==> src/rtl/decode_pkg.sv <==
// Shared encodings, opcodes, control bundle and immediate generator for the
// RV32I decode stage.
package decode_pkg;

    // ExtOp: immediate format
    localparam logic [2:0] EXT_I = 3'b000;
    localparam logic [2:0] EXT_U = 3'b001;
    localparam logic [2:0] EXT_S = 3'b010;
    localparam logic [2:0] EXT_B = 3'b011;
    localparam logic [2:0] EXT_J = 3'b100;

    // ALUctr
    localparam logic [3:0] ALU_ADD   = 4'b0000;
    localparam logic [3:0] ALU_SUB   = 4'b1000;
    localparam logic [3:0] ALU_SRA   = 4'b1101;
    localparam logic [3:0] ALU_SLT   = 4'b0010;
    localparam logic [3:0] ALU_SLTU  = 4'b0011;
    localparam logic [3:0] ALU_COPYB = 4'b1111;

    // Branch
    localparam logic [2:0] BR_NONE = 3'b000;
    localparam logic [2:0] BR_JAL  = 3'b001;
    localparam logic [2:0] BR_JALR = 3'b010;
    localparam logic [2:0] BR_EQ   = 3'b100;
    localparam logic [2:0] BR_NE   = 3'b101;
    localparam logic [2:0] BR_LT   = 3'b110;
    localparam logic [2:0] BR_GE   = 3'b111;

    // ALUBsrc
    localparam logic [1:0] BSRC_RS2  = 2'b00;
    localparam logic [1:0] BSRC_IMM  = 2'b01;
    localparam logic [1:0] BSRC_FOUR = 2'b10;

    // Opcodes
    localparam logic [6:0] OPC_LUI    = 7'b0110111;
    localparam logic [6:0] OPC_AUIPC  = 7'b0010111;
    localparam logic [6:0] OPC_OPIMM  = 7'b0010011;
    localparam logic [6:0] OPC_OP     = 7'b0110011;
    localparam logic [6:0] OPC_JAL    = 7'b1101111;
    localparam logic [6:0] OPC_JALR   = 7'b1100111;
    localparam logic [6:0] OPC_BRANCH = 7'b1100011;
    localparam logic [6:0] OPC_LOAD   = 7'b0000011;
    localparam logic [6:0] OPC_STORE  = 7'b0100011;

    typedef struct packed {
        logic [2:0] ExtOp;
        logic       RegWr;
        logic       ALUAsrc;
        logic [1:0] ALUBsrc;
        logic [3:0] ALUctr;
        logic [2:0] Branch;
        logic       MemtoReg;
        logic       MemWr;
        logic [2:0] MemOp;
        logic [3:0] mdu_op;
        logic       illegal;
    } ctrl_t;

    // Sign-extended immediate for the given format
    function automatic logic [31:0] gen_imm(input logic [31:0] i, input logic [2:0] ext);
        case (ext)
            EXT_U:   return {i[31:12], 12'b0};
            EXT_S:   return {{20{i[31]}}, i[31:25], i[11:7]};
            EXT_B:   return {{19{i[31]}}, i[31], i[7], i[30:25], i[11:8], 1'b0};
            EXT_J:   return {{11{i[31]}}, i[31], i[19:12], i[20], i[30:21], 1'b0};
            default: return {{20{i[31]}}, i[31:20]};
        endcase
    endfunction

endpackage

==> src/rtl/rv32_decode_core.sv <==
// Combinational RV32I decoder: instruction -> control bundle + immediate.
// Optional macro RV32M_DECODE_EN makes OP/func7=0000001 (M extension) legal.
module rv32_decode_core
    import decode_pkg::*;
(
    input  logic [31:0] instr_i,
    output ctrl_t       ctrl_o,
    output logic [31:0] imm_o
);

    logic [6:0] opc;
    logic [2:0] f3;
    logic [6:0] f7;
    ctrl_t      c;
    logic       bad;

    assign opc = instr_i[6:0];
    assign f3  = instr_i[14:12];
    assign f7  = instr_i[31:25];

    // Opcode decode; any illegal encoding collapses to a NOP with illegal set
    always_comb begin
        c   = '0;
        bad = 1'b0;
        case (opc)
            OPC_LUI: begin
                c.ExtOp = EXT_U; c.RegWr = 1'b1; c.ALUBsrc = BSRC_IMM; c.ALUctr = ALU_COPYB;
            end
            OPC_AUIPC: begin
                c.ExtOp = EXT_U; c.RegWr = 1'b1; c.ALUAsrc = 1'b1; c.ALUBsrc = BSRC_IMM;
                c.ALUctr = ALU_ADD;
            end
            OPC_OPIMM: begin
                c.ExtOp = EXT_I; c.RegWr = 1'b1; c.ALUBsrc = BSRC_IMM; c.ALUctr = {1'b0, f3};
                if (f3 == 3'b001) begin
                    bad = (f7 != 7'b0000000);
                end else if (f3 == 3'b101) begin
                    if (f7 == 7'b0100000) c.ALUctr = ALU_SRA;
                    else if (f7 != 7'b0000000) bad = 1'b1;
                end
            end
            OPC_OP: begin
                c.RegWr = 1'b1; c.ALUBsrc = BSRC_RS2; c.ALUctr = {1'b0, f3};
                case (f7)
                    7'b0000000: ;
                    7'b0100000: begin
                        if (f3 == 3'b000)      c.ALUctr = ALU_SUB;
                        else if (f3 == 3'b101) c.ALUctr = ALU_SRA;
                        else                   bad = 1'b1;
                    end
                    7'b0000001: begin
`ifdef RV32M_DECODE_EN
                        c.ALUctr = 4'b0000;
                        c.mdu_op = {1'b1, f3};
`else
                        bad = 1'b1;
`endif
                    end
                    default: bad = 1'b1;
                endcase
            end
            OPC_JAL: begin
                c.ExtOp = EXT_J; c.RegWr = 1'b1; c.ALUAsrc = 1'b1; c.ALUBsrc = BSRC_FOUR;
                c.ALUctr = ALU_ADD; c.Branch = BR_JAL;
            end
            OPC_JALR: begin
                c.ExtOp = EXT_I; c.RegWr = 1'b1; c.ALUAsrc = 1'b1; c.ALUBsrc = BSRC_FOUR;
                c.ALUctr = ALU_ADD; c.Branch = BR_JALR;
                bad = (f3 != 3'b000);
            end
            OPC_BRANCH: begin
                c.ExtOp = EXT_B; c.ALUBsrc = BSRC_RS2;
                case (f3)
                    3'b000:  begin c.Branch = BR_EQ; c.ALUctr = ALU_SUB;  end
                    3'b001:  begin c.Branch = BR_NE; c.ALUctr = ALU_SUB;  end
                    3'b100:  begin c.Branch = BR_LT; c.ALUctr = ALU_SLT;  end
                    3'b101:  begin c.Branch = BR_GE; c.ALUctr = ALU_SLT;  end
                    3'b110:  begin c.Branch = BR_LT; c.ALUctr = ALU_SLTU; end
                    3'b111:  begin c.Branch = BR_GE; c.ALUctr = ALU_SLTU; end
                    default: bad = 1'b1;
                endcase
            end
            OPC_LOAD: begin
                c.ExtOp = EXT_I; c.RegWr = 1'b1; c.ALUBsrc = BSRC_IMM; c.ALUctr = ALU_ADD;
                c.MemtoReg = 1'b1; c.MemOp = f3;
                bad = (f3 == 3'b011) || (f3 == 3'b110) || (f3 == 3'b111);
            end
            OPC_STORE: begin
                c.ExtOp = EXT_S; c.ALUBsrc = BSRC_IMM; c.ALUctr = ALU_ADD;
                c.MemWr = 1'b1; c.MemOp = f3;
                bad = (f3 >= 3'b011);
            end
            default: bad = 1'b1;
        endcase
        if (opc[1:0] != 2'b11) bad = 1'b1;
        if (bad) begin
            c         = '0;
            c.illegal = 1'b1;
        end
    end

    assign ctrl_o = c;
    assign imm_o  = c.illegal ? 32'h0 : gen_imm(instr_i, c.ExtOp);

endmodule

==> src/rtl/decode_stage.sv <==
// Registered RV32I decode stage: combinational decode into a DEPTH-entry
// FIFO toward execute. Optional macro RV32M_DECODE_EN enables M-extension
// decode in rv32_decode_core.
module decode_stage
    import decode_pkg::*;
#(
    parameter int DEPTH = 2,
    parameter int PC_W  = 32
) (
    input  logic                   clk,
    input  logic                   rst,
    input  logic                   flush,
    input  logic                   in_valid,
    output logic                   in_ready,
    input  logic [31:0]            in_instr,
    input  logic [PC_W-1:0]        in_pc,
    output logic                   out_valid,
    input  logic                   out_ready,
    output logic [PC_W-1:0]        out_pc,
    output logic [31:0]            out_imm,
    output logic [2:0]             out_ExtOp,
    output logic                   out_RegWr,
    output logic                   out_ALUAsrc,
    output logic [1:0]             out_ALUBsrc,
    output logic [3:0]             out_ALUctr,
    output logic [2:0]             out_Branch,
    output logic                   out_MemtoReg,
    output logic                   out_MemWr,
    output logic [2:0]             out_MemOp,
    output logic [3:0]             out_mdu_op,
    output logic                   out_illegal,
    output logic [$clog2(DEPTH):0] count
);

    localparam int PTR_W = $clog2(DEPTH);
    localparam int CNT_W = PTR_W + 1;

    ctrl_t             dec_ctrl;
    logic [31:0]       dec_imm;
    ctrl_t             ctrl_mem_q [DEPTH];
    logic [31:0]       imm_mem_q  [DEPTH];
    logic [PC_W-1:0]   pc_mem_q   [DEPTH];
    logic [PTR_W-1:0]  wr_ptr_q, wr_ptr_d, rd_ptr_q, rd_ptr_d;
    logic [CNT_W-1:0]  count_q, count_d;
    logic              push, pop;
    ctrl_t             head;

    rv32_decode_core u_core (
        .instr_i (in_instr),
        .ctrl_o  (dec_ctrl),
        .imm_o   (dec_imm)
    );

    assign in_ready  = (count_q != CNT_W'(DEPTH));
    assign out_valid = (count_q != '0);
    // A push coincident with flush is dropped
    assign push      = in_valid && in_ready && !flush;
    assign pop       = out_valid && out_ready;

    // Pointer and occupancy next-state; power-of-two DEPTH wraps naturally
    always_comb begin
        wr_ptr_d = wr_ptr_q;
        rd_ptr_d = rd_ptr_q;
        count_d  = count_q;
        if (push) wr_ptr_d = wr_ptr_q + PTR_W'(1);
        if (pop)  rd_ptr_d = rd_ptr_q + PTR_W'(1);
        if (push && !pop)      count_d = count_q + CNT_W'(1);
        else if (pop && !push) count_d = count_q - CNT_W'(1);
    end

    // Pointer/occupancy registers; flush and reset both empty the queue
    always_ff @(posedge clk) begin
        if (rst || flush) begin
            wr_ptr_q <= '0;
            rd_ptr_q <= '0;
            count_q  <= '0;
        end else begin
            wr_ptr_q <= wr_ptr_d;
            rd_ptr_q <= rd_ptr_d;
            count_q  <= count_d;
        end
    end

    // Entry storage; contents are don't-care until pushed (outputs gated by valid)
    always_ff @(posedge clk) begin
        if (push && !rst) begin
            ctrl_mem_q[wr_ptr_q] <= dec_ctrl;
            imm_mem_q[wr_ptr_q]  <= dec_imm;
            pc_mem_q[wr_ptr_q]   <= in_pc;
        end
    end

    assign head         = out_valid ? ctrl_mem_q[rd_ptr_q] : '0;
    assign out_imm      = out_valid ? imm_mem_q[rd_ptr_q]  : '0;
    assign out_pc       = out_valid ? pc_mem_q[rd_ptr_q]   : '0;
    assign out_ExtOp    = head.ExtOp;
    assign out_RegWr    = head.RegWr;
    assign out_ALUAsrc  = head.ALUAsrc;
    assign out_ALUBsrc  = head.ALUBsrc;
    assign out_ALUctr   = head.ALUctr;
    assign out_Branch   = head.Branch;
    assign out_MemtoReg = head.MemtoReg;
    assign out_MemWr    = head.MemWr;
    assign out_MemOp    = head.MemOp;
    assign out_mdu_op   = head.mdu_op;
    assign out_illegal  = head.illegal;
    assign count        = count_q;

endmodule

==> config.mk <==
export PLATFORM = sky130hd
export DESIGN_NAME = decode_stage
export DESIGN_NICKNAME = d
export VERILOG_FILES = /design/src/rtl/decode_pkg.sv /design/src/rtl/rv32_decode_core.sv /design/src/rtl/decode_stage.sv
export SDC_FILE = /design/constraint.sdc
export NUM_CORES = 1
export LEC_CHECK = 0
export CORE_ASPECT_RATIO = 1.25
export CORE_MARGIN = 2
export CORE_UTILIZATION = 51
export CTS_CLUSTER_SIZE = 10
export DETAILED_ROUTE_END_ITERATION = 10
export GPL_ROUTABILITY_DRIVEN = 0
export PLACE_DENSITY = 0.85
export SETUP_SLACK_MARGIN = 0.3
export SLEW_MARGIN = 40
export SYNTH_ARGS = -nofsm -noshare
export SYNTH_HDL_FRONTEND = slang
export SYNTH_SLANG_ARGS = --single-unit
==> constraint.sdc <==
create_clock -name clk -period 15.25 [get_ports clk]
set_input_delay 3.05 -clock clk [delete_from_list [all_inputs] [get_ports clk]]
set_output_delay 3.05 -clock clk [all_outputs]
set_load 0.01 [all_outputs]
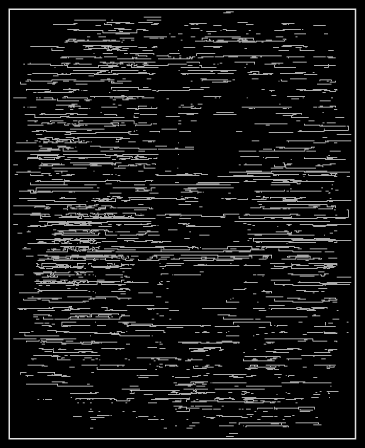
run_1/layer_met1.png
- nets with wire on the layer: 702
- share of all routed wire: 39%
- longest straight run: 35.0 um
- main direction: horizontal

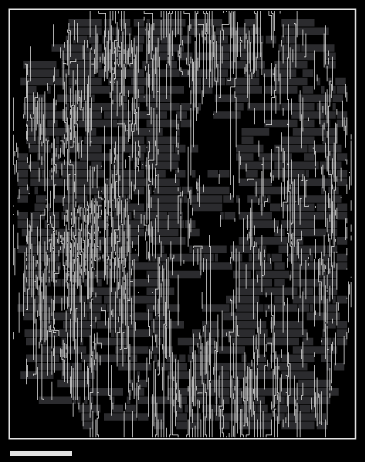
run_1/layer_met2.png
Bar = 20 um.
- main direction: vertical
- nets with wire on the layer: 665
- share of all routed wire: 54%
- wire length on this layer: 8550 um

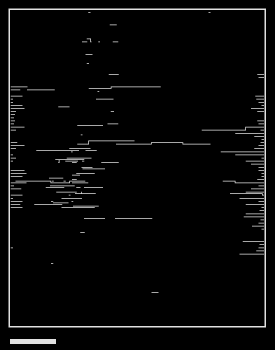
run_1/layer_met3.png
Bar = 20 um.
- nets with wire on the layer: 116
- longest straight run: 21.6 um
- wire length on this layer: 801 um

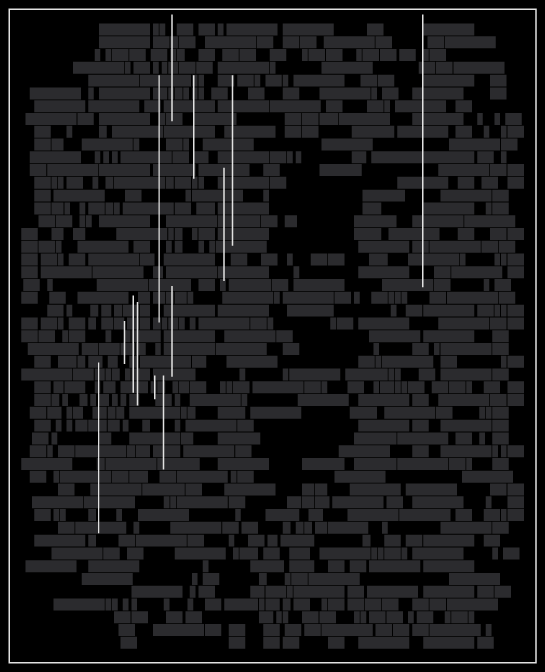
run_1/layer_met4.png
- longest straight run: 57.8 um
- main direction: vertical
- nets with wire on the layer: 11
- wire length on this layer: 345 um
- share of all routed wire: 2.2%

==> impl.org, run 1 <==
#+TITLE: Physical design notes

** Outcome
- The run finished with clean final reports.

** Global routing
- For met1 alone, demand over resource in global routing was 25.61%.
- Largest net degree at the start of global routing :: 52
- The initial antenna violation count came to 0.
- First-pass GRT wire length :: 25670 um

** STA
- Worst hold slack :: 577.1 ps
- Final-report max-slew violation count :: 0
- The worst path meets setup with 9466 ps of slack.
- Share of the clock period used by the worst path after layout :: 37.92%

** Run
- Across the run, the number of max-cap violations was 0.

** Critical path
- Walking the worst path, the cells encountered are buf_6 > mux2i_1 > nor2_1 > clkdlybuf4s50_1.
- The worst setup path is launched from a flop.
- Category of the most critical setup path :: reg -> out
- R2r endpoint :: count[1]$_SDFFE_PP0P_
- Beginning of the worst register-to-register path :: count[1]$_SDFFE_PP0P_
- STA classifies the critical path endpoint as an output pin.
- Measured in cells, the most critical reg-to-reg path has a length of 10.
- CP Buf/Inv Count :: 2
- Cell type group with the largest total delay on the critical path :: buffers and inverters

** Power and ir drop
- Comb group :: 0.119 mW
- The clock network burns 39.4% of the power.
- Total sequential power :: 0.533 mW
- Pwr dens :: 110.6 nW/um^2
- Clock group :: 0.423 mW
- The completed layout was analyzed and its total power is 1.075 mW.

** Min path
- Worst Hold Launch :: rd_ptr_q$_SDFFE_PP0P_
- Class of the tightest hold or removal check :: reg -> reg

** Yosys
- Area of the mapped netlist :: 7413 um^2
- Among the non-sequential cells, simple AND/OR/NAND/NOR gates take the most area.
- Flip-flops with a built-in enable :: 168
- After Yosys synthesis, full adders, half adders and majority gates account for 0.1688% of the synthesized area.
- Largest area contributor in the netlist :: edfxtp_1
- Number of cells in Yosys stat :: 548
- Commonest flop :: edfxtp_1
- For this run, the register share of the synthesized area comes to 69.40%.

** Clock network
- Per the skew report, the later register of the worst-skew pair sees a clock latency of 420 ps.
- On the worst setup and hold paths after CTS, the clock-pin slew comes to 70 ps.
- The H-tree was split into 4 levels.
- After clock tree synthesis, the setup repair step added 0 buffers.
- Clock sinks :: 173

** Layout
- Clock-cell share of area :: 6.104%
- Top logic cell by instance count in the layout :: edfxtp_1
- Of the total standard cell area in the layout, the sequential portion is 52.99%.
- Largest cell class by area :: registers
- The finished layout holds 888 standard cells, fillers aside.
- Diode insertion count for antenna repair :: 0
- Comb area share :: 21.52%
- The post-route netlist has 7.465% of its cells at a drive strength greater than 1.

** Routing
- Met1 Wirelength :: 6276 um
- The first detailed-routing pass took 4 iterations.
- Final wirelength :: 15970 um

** Placement
- According to the dpl log, the detail-placed design has an HPWL of 10740 um.

** Floorplanning
- The die is 138.8 um tall.
run_1/congestion.png
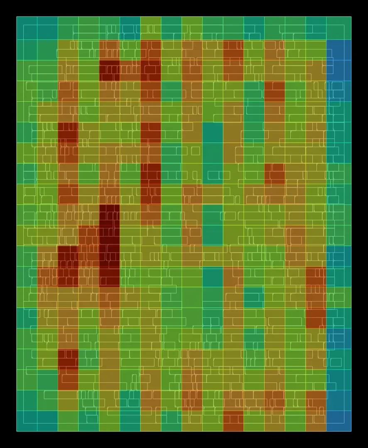

==> run 1 -> run 2 <==
Settings changed: CORE_UTILIZATION 51 to 46, PLACE_DENSITY 0.85 to 0.81.
Clock period 15.25 ns to 5 ns, I/O delays scaled along.
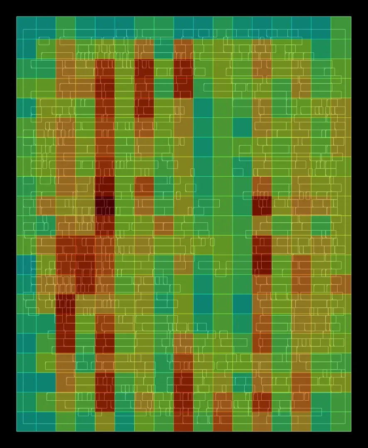
run_2/congestion.png
total global routing track utilization: 18.55%
met3 usage in global routing: 3.958%
met2 global-route usage: 32.34%
Most Used Layer, Global Route: met2
met1 track demand over resource in global routing: 21.68%

==> run 2 against run 1 <==
Critical path depth did not move. Setup slack got worse by 8000 ps. Combinational power rose to 3.1 times the previous value. Die area rose by 11%. Synthesized area did not move. First-iteration DRC count rose by 31%. Flip-flop count did not move. Highest routed layer unchanged. Largest power group unchanged. Cell count rose by 3.9%. Clock power rose to 2.9 times the previous value. Hold slack barely moved. Register-to-register slack got worse by 9900 ps. Non-clock buffer count rose by 1.
==> impl.org, run 2 <==
#+TITLE: Physical design notes

** Outcome
- The flow ran to the end, and the final reports show no timing, DRC or antenna violations.

** Layout
- The fraction of layout instances using a drive strength above 1 is 6.892% (-0.57 points).
- Among logic cells in the layout, the one with the most instances is edfxtp_1.
- Clock-cell share of area :: 5.597% (-0.51 points)
- Largest cell class by area :: registers
- Cell Count, Final, Fillers Out :: 923 (+3.9%)
- The multi-input gate share of total cell area is 21.55% (+0.034 points).

** Yosys
- Largest area contributor in the netlist :: edfxtp_1
- By area, the combinational part of the netlist is dominated by simple AND/OR/NAND/NOR gates.
- Area of the mapped netlist :: 7413 um^2 (unchanged)
- The count of flip-flops with a built-in enable after synthesis is 168 (unchanged).
- Commonest flop :: edfxtp_1
- Adder and majority gate portion of the synthesized area :: 0.1688% (unchanged)

** Critical path
- R2r endpoint :: ctrl_mem_q[1][16]$_DFFE_PP_
- STA classifies the critical path endpoint as an output pin.
- For reference, the critical path cell chain is buf_12 > mux2i_1 > nor2_1 > clkdlybuf4s50_1.
- CP Buf/Inv Count :: 2 (unchanged)
- Cell type group with the largest total delay on the critical path :: buffers and inverters
- Category of the most critical setup path :: reg -> out

** Power and ir drop
- Clock network power share :: 37.8% (-1.6 points)
- Total sequential power :: 1.63 mW (+210%)
- Clock group :: 1.21 mW (+190%)
- The total power came to 3.204 mW (+200%).
- The combinational power is 0.365 mW (+210%).

** Placement
- Placed wire-length estimate after detailed placement :: 10820 um (+0.74%)

** Clock network
- Clock-pin slew of the registers on the worst-case setup and hold paths :: 60 ps (about the same)
- The number of sinks driven by the clock tree came to 173 (unchanged).
- The post-CTS setup buffer count came to 0 (unchanged).
- The report lists the number of cells resized after CTS as 0.
- The H-tree depth came to 4 (unchanged).

** Routing
- Met1 Wirelength :: 6223 um (-0.84%)
- Final wirelength :: 15840 um (-0.82%)
- The number of search-and-repair iterations in the first detailed-routing pass was 4 (unchanged).

** Global routing
- The largest net degree at the start of global routing is 55 (+5.8%).
- First-pass GRT wire length :: 24840 um (-3.2%)
- Antenna violations before repair :: 0 (unchanged)

** STA
- The worst path setup slack after routing was 1508 ps (-7958 ps).
- The worst-case hold slack was 577.3 ps (+0.1280 ps).
- OpenROAD reports that the post-layout worst path occupies 69.83% of the period.

** Run
- The max-capacitance violation count was 0 (unchanged).
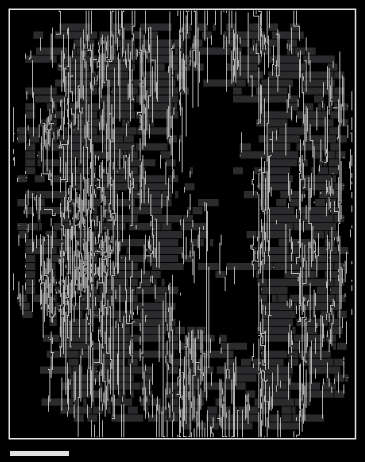
run_2/layer_met2.png
Bar = 20 um.
- wire length on this layer: 8190 um
- main direction: vertical
- nets with wire on the layer: 672

No activity file was given, so power comes from the tool's default toggle rates.
